<file path="config.mk">
export PLATFORM = sky130hd
export DESIGN_NAME = ascon_permutation_ctrl_flat
export DESIGN_NICKNAME = d
export VERILOG_FILES = /design/src/rtl/ascon_permutation_ctrl_if.sv /design/src/rtl/ascon_permutation_ctrl.sv /design/src/flat_wrapper.sv
export SDC_FILE = /design/constraint.sdc
export NUM_CORES = 1
export LEC_CHECK = 0
export ABC_AREA = 1
export CORE_AREA = 2 2 39 41
export DETAILED_ROUTE_END_ITERATION = 12
export DIE_AREA = 0 0 41 43
export GPL_TIMING_DRIVEN = 0
export HOLD_SLACK_MARGIN = 0.02
export MAX_ROUTING_LAYER = met4
export PLACE_DENSITY = 0.59
export SLEW_MARGIN = 10
export SYNTH_ARGS = -nofsm -noshare
export SYNTH_HDL_FRONTEND = slang
export SYNTH_SLANG_ARGS = --single-unit
</file>
<file path="constraint.sdc">
create_clock -name clock_i -period 1.55 [get_ports clock_i]
set_input_delay 0.3875 -clock clock_i [delete_from_list [all_inputs] [get_ports clock_i]]
set_output_delay 0.3875 -clock clock_i [all_outputs]
set_load 0.05 [all_outputs]
</file>
<file path="src/rtl/ascon_permutation_ctrl_if.sv">
// Handshake and control bundle between the ASCON top-level FSM/datapath and the
// permutation round sequencer.
//   start_i  : permutation request (taken only while ready_o=1)
//   mode_i   : 0 = p^a round count, 1 = p^b round count
//   round_o  : round index for constant addition
//   select_o : datapath input mux, 1 = external state, 0 = feedback
//   en_reg_o : state-register load enable
//   ready_o  : sequencer can take a start
//   busy_o   : permutation in progress
//   done_o   : one-cycle pulse, final round result is in the state register
// The master modport is the requester/datapath side; the slave modport is the sequencer.
interface ascon_permutation_ctrl_if;
   logic       start_i;
   logic       mode_i;
   logic [3:0] round_o;
   logic       select_o;
   logic       en_reg_o;
   logic       ready_o;
   logic       busy_o;
   logic       done_o;

   modport master (
      output start_i, mode_i,
      input  round_o, select_o, en_reg_o, ready_o, busy_o, done_o
   );

   modport slave (
      input  start_i, mode_i,
      output round_o, select_o, en_reg_o, ready_o, busy_o, done_o
   );
endinterface

</file>
<file path="src/rtl/ascon_permutation_ctrl.sv">
// ASCON permutation round sequencer. Steps the round index from 12-N up to 11,
// drives the datapath input-mux select and state-register enable, and pulses
// done once the last round has been written back.
// Ports:
//   clock_i : system clock, rising edge
//   reset_i : synchronous active-high reset
//   bus     : ascon_permutation_ctrl_if.slave (start/mode in, round/select/enable/status out)
//
// state | meaning
// IDLE  | waiting for start; round_o shows last count (0 after reset)
// RUN   | one permutation round per cycle, state register loading
// DONE  | done_o pulse; a start here goes straight back to RUN
module ascon_permutation_ctrl #(
   parameter int NB_ROUNDS_A = 12,
   parameter int NB_ROUNDS_B = 6
) (
   input logic                      clock_i,
   input logic                      reset_i,
   ascon_permutation_ctrl_if.slave  bus
);

   localparam logic [3:0] FIRST_RND_A = 4'(12 - NB_ROUNDS_A);
   localparam logic [3:0] FIRST_RND_B = 4'(12 - NB_ROUNDS_B);
   localparam logic [3:0] LAST_RND    = 4'd11;

   typedef enum logic [1:0] {
      IDLE = 2'd0,
      RUN  = 2'd1,
      DONE = 2'd2
   } state_t;

   state_t     r_state;
   state_t     w_state_nxt;
   logic [3:0] r_cnt;
   logic [3:0] w_cnt_nxt;
   logic       r_first;
   logic       w_first_nxt;
   logic [3:0] w_first_rnd;

   assign w_first_rnd = bus.mode_i ? FIRST_RND_B : FIRST_RND_A;

   always_ff @(posedge clock_i) begin
      if (reset_i) begin
         r_state <= IDLE;
         r_cnt   <= 4'd0;
         r_first <= 1'b0;
      end else begin
         r_state <= w_state_nxt;
         r_cnt   <= w_cnt_nxt;
         r_first <= w_first_nxt;
      end
   end

   always_comb begin
      w_state_nxt = r_state;
      w_cnt_nxt   = r_cnt;
      w_first_nxt = r_first;
      case (r_state)
         IDLE, DONE: begin
            // mode_i only matters on the accepting edge; it is latched via the start count
            if (bus.start_i) begin
               w_state_nxt = RUN;
               w_cnt_nxt   = w_first_rnd;
               w_first_nxt = 1'b1;
            end else begin
               w_state_nxt = IDLE;
            end
         end
         RUN: begin
            w_first_nxt = 1'b0;
            if (r_cnt == LAST_RND) begin
               w_state_nxt = DONE;
            end else begin
               w_cnt_nxt = r_cnt + 4'd1;
            end
         end
         default: begin
            w_state_nxt = IDLE;
         end
      endcase
   end

   // Moore outputs: decoded only from registered state, count and first flag
   assign bus.round_o  = r_cnt;
   assign bus.select_o = (r_state == RUN) && r_first;
   assign bus.en_reg_o = (r_state == RUN);
   assign bus.busy_o   = (r_state == RUN);
   assign bus.done_o   = (r_state == DONE);
   assign bus.ready_o  = (r_state == IDLE) || (r_state == DONE);

endmodule

</file>
<file path="src/flat_wrapper.sv">
// flat-port wrapper written by rule: the top's interface ports become plain ports
module ascon_permutation_ctrl_flat 
#(
   parameter int NB_ROUNDS_A = 12,
   parameter int NB_ROUNDS_B = 6
)
  (clock_i, reset_i, bus_start_i, bus_mode_i, bus_round_o, bus_select_o, bus_en_reg_o, bus_ready_o, bus_busy_o, bus_done_o);
  ascon_permutation_ctrl_if bus_i ();
  input logic clock_i;
  input logic reset_i;
  input wire logic [$bits(bus_i.start_i)-1:0] bus_start_i;
  input wire logic [$bits(bus_i.mode_i)-1:0] bus_mode_i;
  output wire logic [$bits(bus_i.round_o)-1:0] bus_round_o;
  output wire logic [$bits(bus_i.select_o)-1:0] bus_select_o;
  output wire logic [$bits(bus_i.en_reg_o)-1:0] bus_en_reg_o;
  output wire logic [$bits(bus_i.ready_o)-1:0] bus_ready_o;
  output wire logic [$bits(bus_i.busy_o)-1:0] bus_busy_o;
  output wire logic [$bits(bus_i.done_o)-1:0] bus_done_o;
  assign bus_i.start_i = bus_start_i;
  assign bus_i.mode_i = bus_mode_i;
  assign bus_round_o = bus_i.round_o;
  assign bus_select_o = bus_i.select_o;
  assign bus_en_reg_o = bus_i.en_reg_o;
  assign bus_ready_o = bus_i.ready_o;
  assign bus_busy_o = bus_i.busy_o;
  assign bus_done_o = bus_i.done_o;
  ascon_permutation_ctrl #(.NB_ROUNDS_A(NB_ROUNDS_A), .NB_ROUNDS_B(NB_ROUNDS_B)) u_core (.clock_i(clock_i), .reset_i(reset_i), .bus(bus_i));
endmodule
</file>
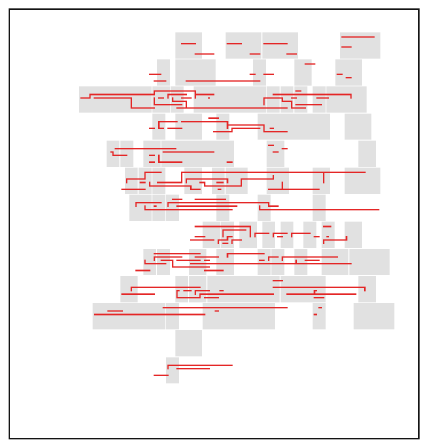
Figure 1: met1 routing.
main direction: horizontal
longest straight run: 18.4 um
wire length on this layer: 391 um
nets with wire on the layer: 66

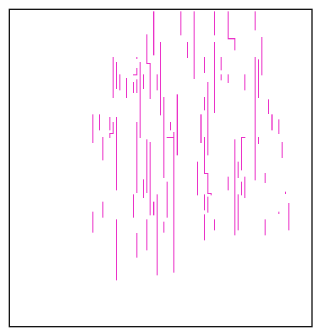
Figure 2: M2 wires.
longest straight run: 19.0 um
share of all routed wire: 43%
number of vias after detailed routing: 385
routed wire length: 802 um

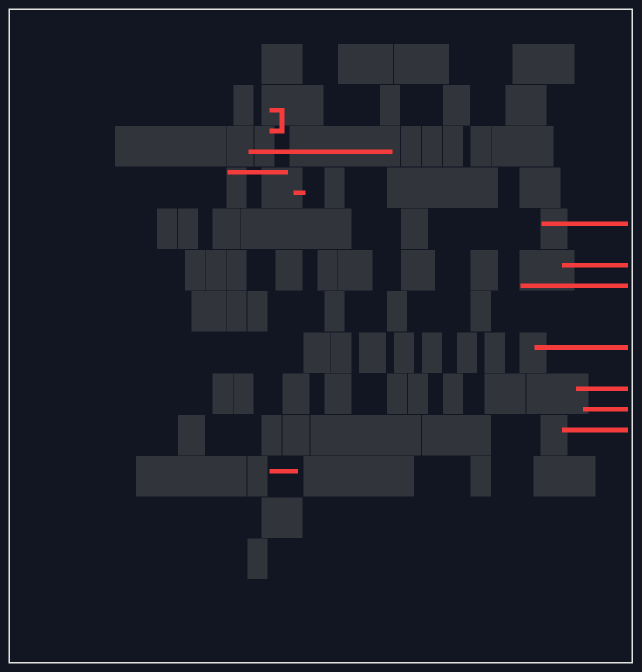
Figure 3: metal 3.
main direction: horizontal
nets with wire on the layer: 11
longest straight run: 9.20 um
wire length on this layer: 49.4 um
GR Util met3: 0.0157

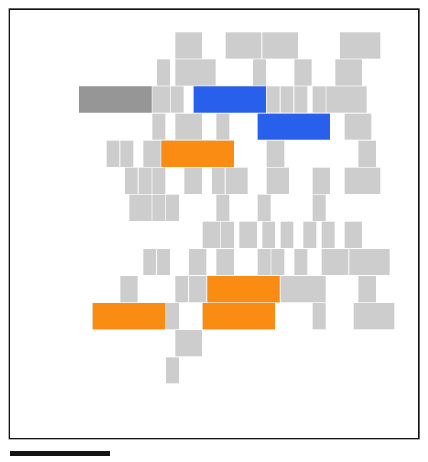
Figure 4: sequential cells coloured by netlist name.
Scale bar: 10 um. Other sequential cells in the stronger grey, the rest of the logic in the fainter grey.
legend:
  blue:
    name_in_the_netlist: `u_core.r_state`
    placed_flops: 2
  orange:
    name_in_the_netlist: `u_core.bus.round_o`
    placed_flops: 4
not coloured: 1

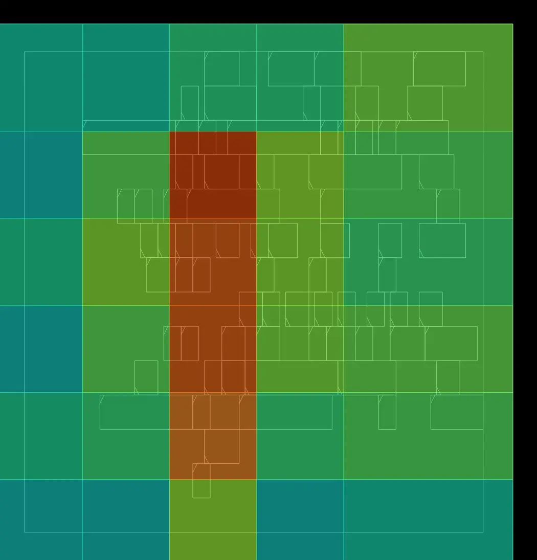
Figure 5: routing congestion.
M2 GR Usage: 0.147
GR Util met1: 0.155
Layout Utilization: 0.380
global routing's busiest layer: met1
total routing resource utilization after global routing: 0.116

==> flow_metrics.env <==
# implementation run metrics
export IMPL_syn_to_final_growth_pct=42.4
export IMPL_crit_type="flop to output pin"
export IMPL_finalSetupTns_ns=0
export IMPL_place_gp_congestion=0.770
export IMPL_report_power_total_w=0.000523
export IMPL_floorplan_initialDensity=0.267
export IMPL_regArea_sq_um=140
export IMPL_synth_cell_type_count=13
export IMPL_non_clock_buffer_count=14
export IMPL_layout_top_cells="sky130_fd_sc_hd__nand2_1, sky130_fd_sc_hd__inv_1, sky130_fd_sc_hd__dfxtp_1, sky130_fd_sc_hd__nand3_1, sky130_fd_sc_hd__nor2_1"
export IMPL_critical_path_endpoint_type="output pin"
export IMPL_routed_wl_met3_um=49
export IMPL_clock_area_frac=0.0500
export IMPL_fa_ha_area_frac=0.0339
export IMPL_number_of_warnings_in_the_stage_logs=26
export IMPL_net_count_synth=62
export IMPL_grt_pass1_vias=346
export IMPL_ys_ff=7
export IMPL_aoi_share=0.0542
export IMPL_worst_path_dominant_cell_family="flip-flops"
export IMPL_placement_io_buffers=12
export IMPL_period_used=0.960
export IMPL_setup_viol=0
export IMPL_residual_overflow_from_global_routing=0
export IMPL_insertion_delay_ns=0.26
export IMPL_tritoncts="done"
export IMPL_layout_top_cell="sky130_fd_sc_hd__nand2_1"
export IMPL_met1_length_um=390
export IMPL_nNonClkInverters=12
export IMPL_critical_path_cell_count=4
export IMPL_ctsHtreeMaxLevel=1
export IMPL_maxClockFrequency_ghz=0.672
export IMPL_postSynth_asyncResetShare=0
export IMPL_finalMaxSlewViolations=0
export IMPL_placement_setup_worst_slack_ns=-0.291
export IMPL_outcome="finished clean"
export IMPL_timing_reg2reg_setup_slack_ns=0.35
export IMPL_comb_power_share=0.287
export IMPL_clock_sink_count=7
export IMPL_drtAntennaViolNets=0
export IMPL_ys_dominant_reg_cell="sky130_fd_sc_hd__dfxtp_1"
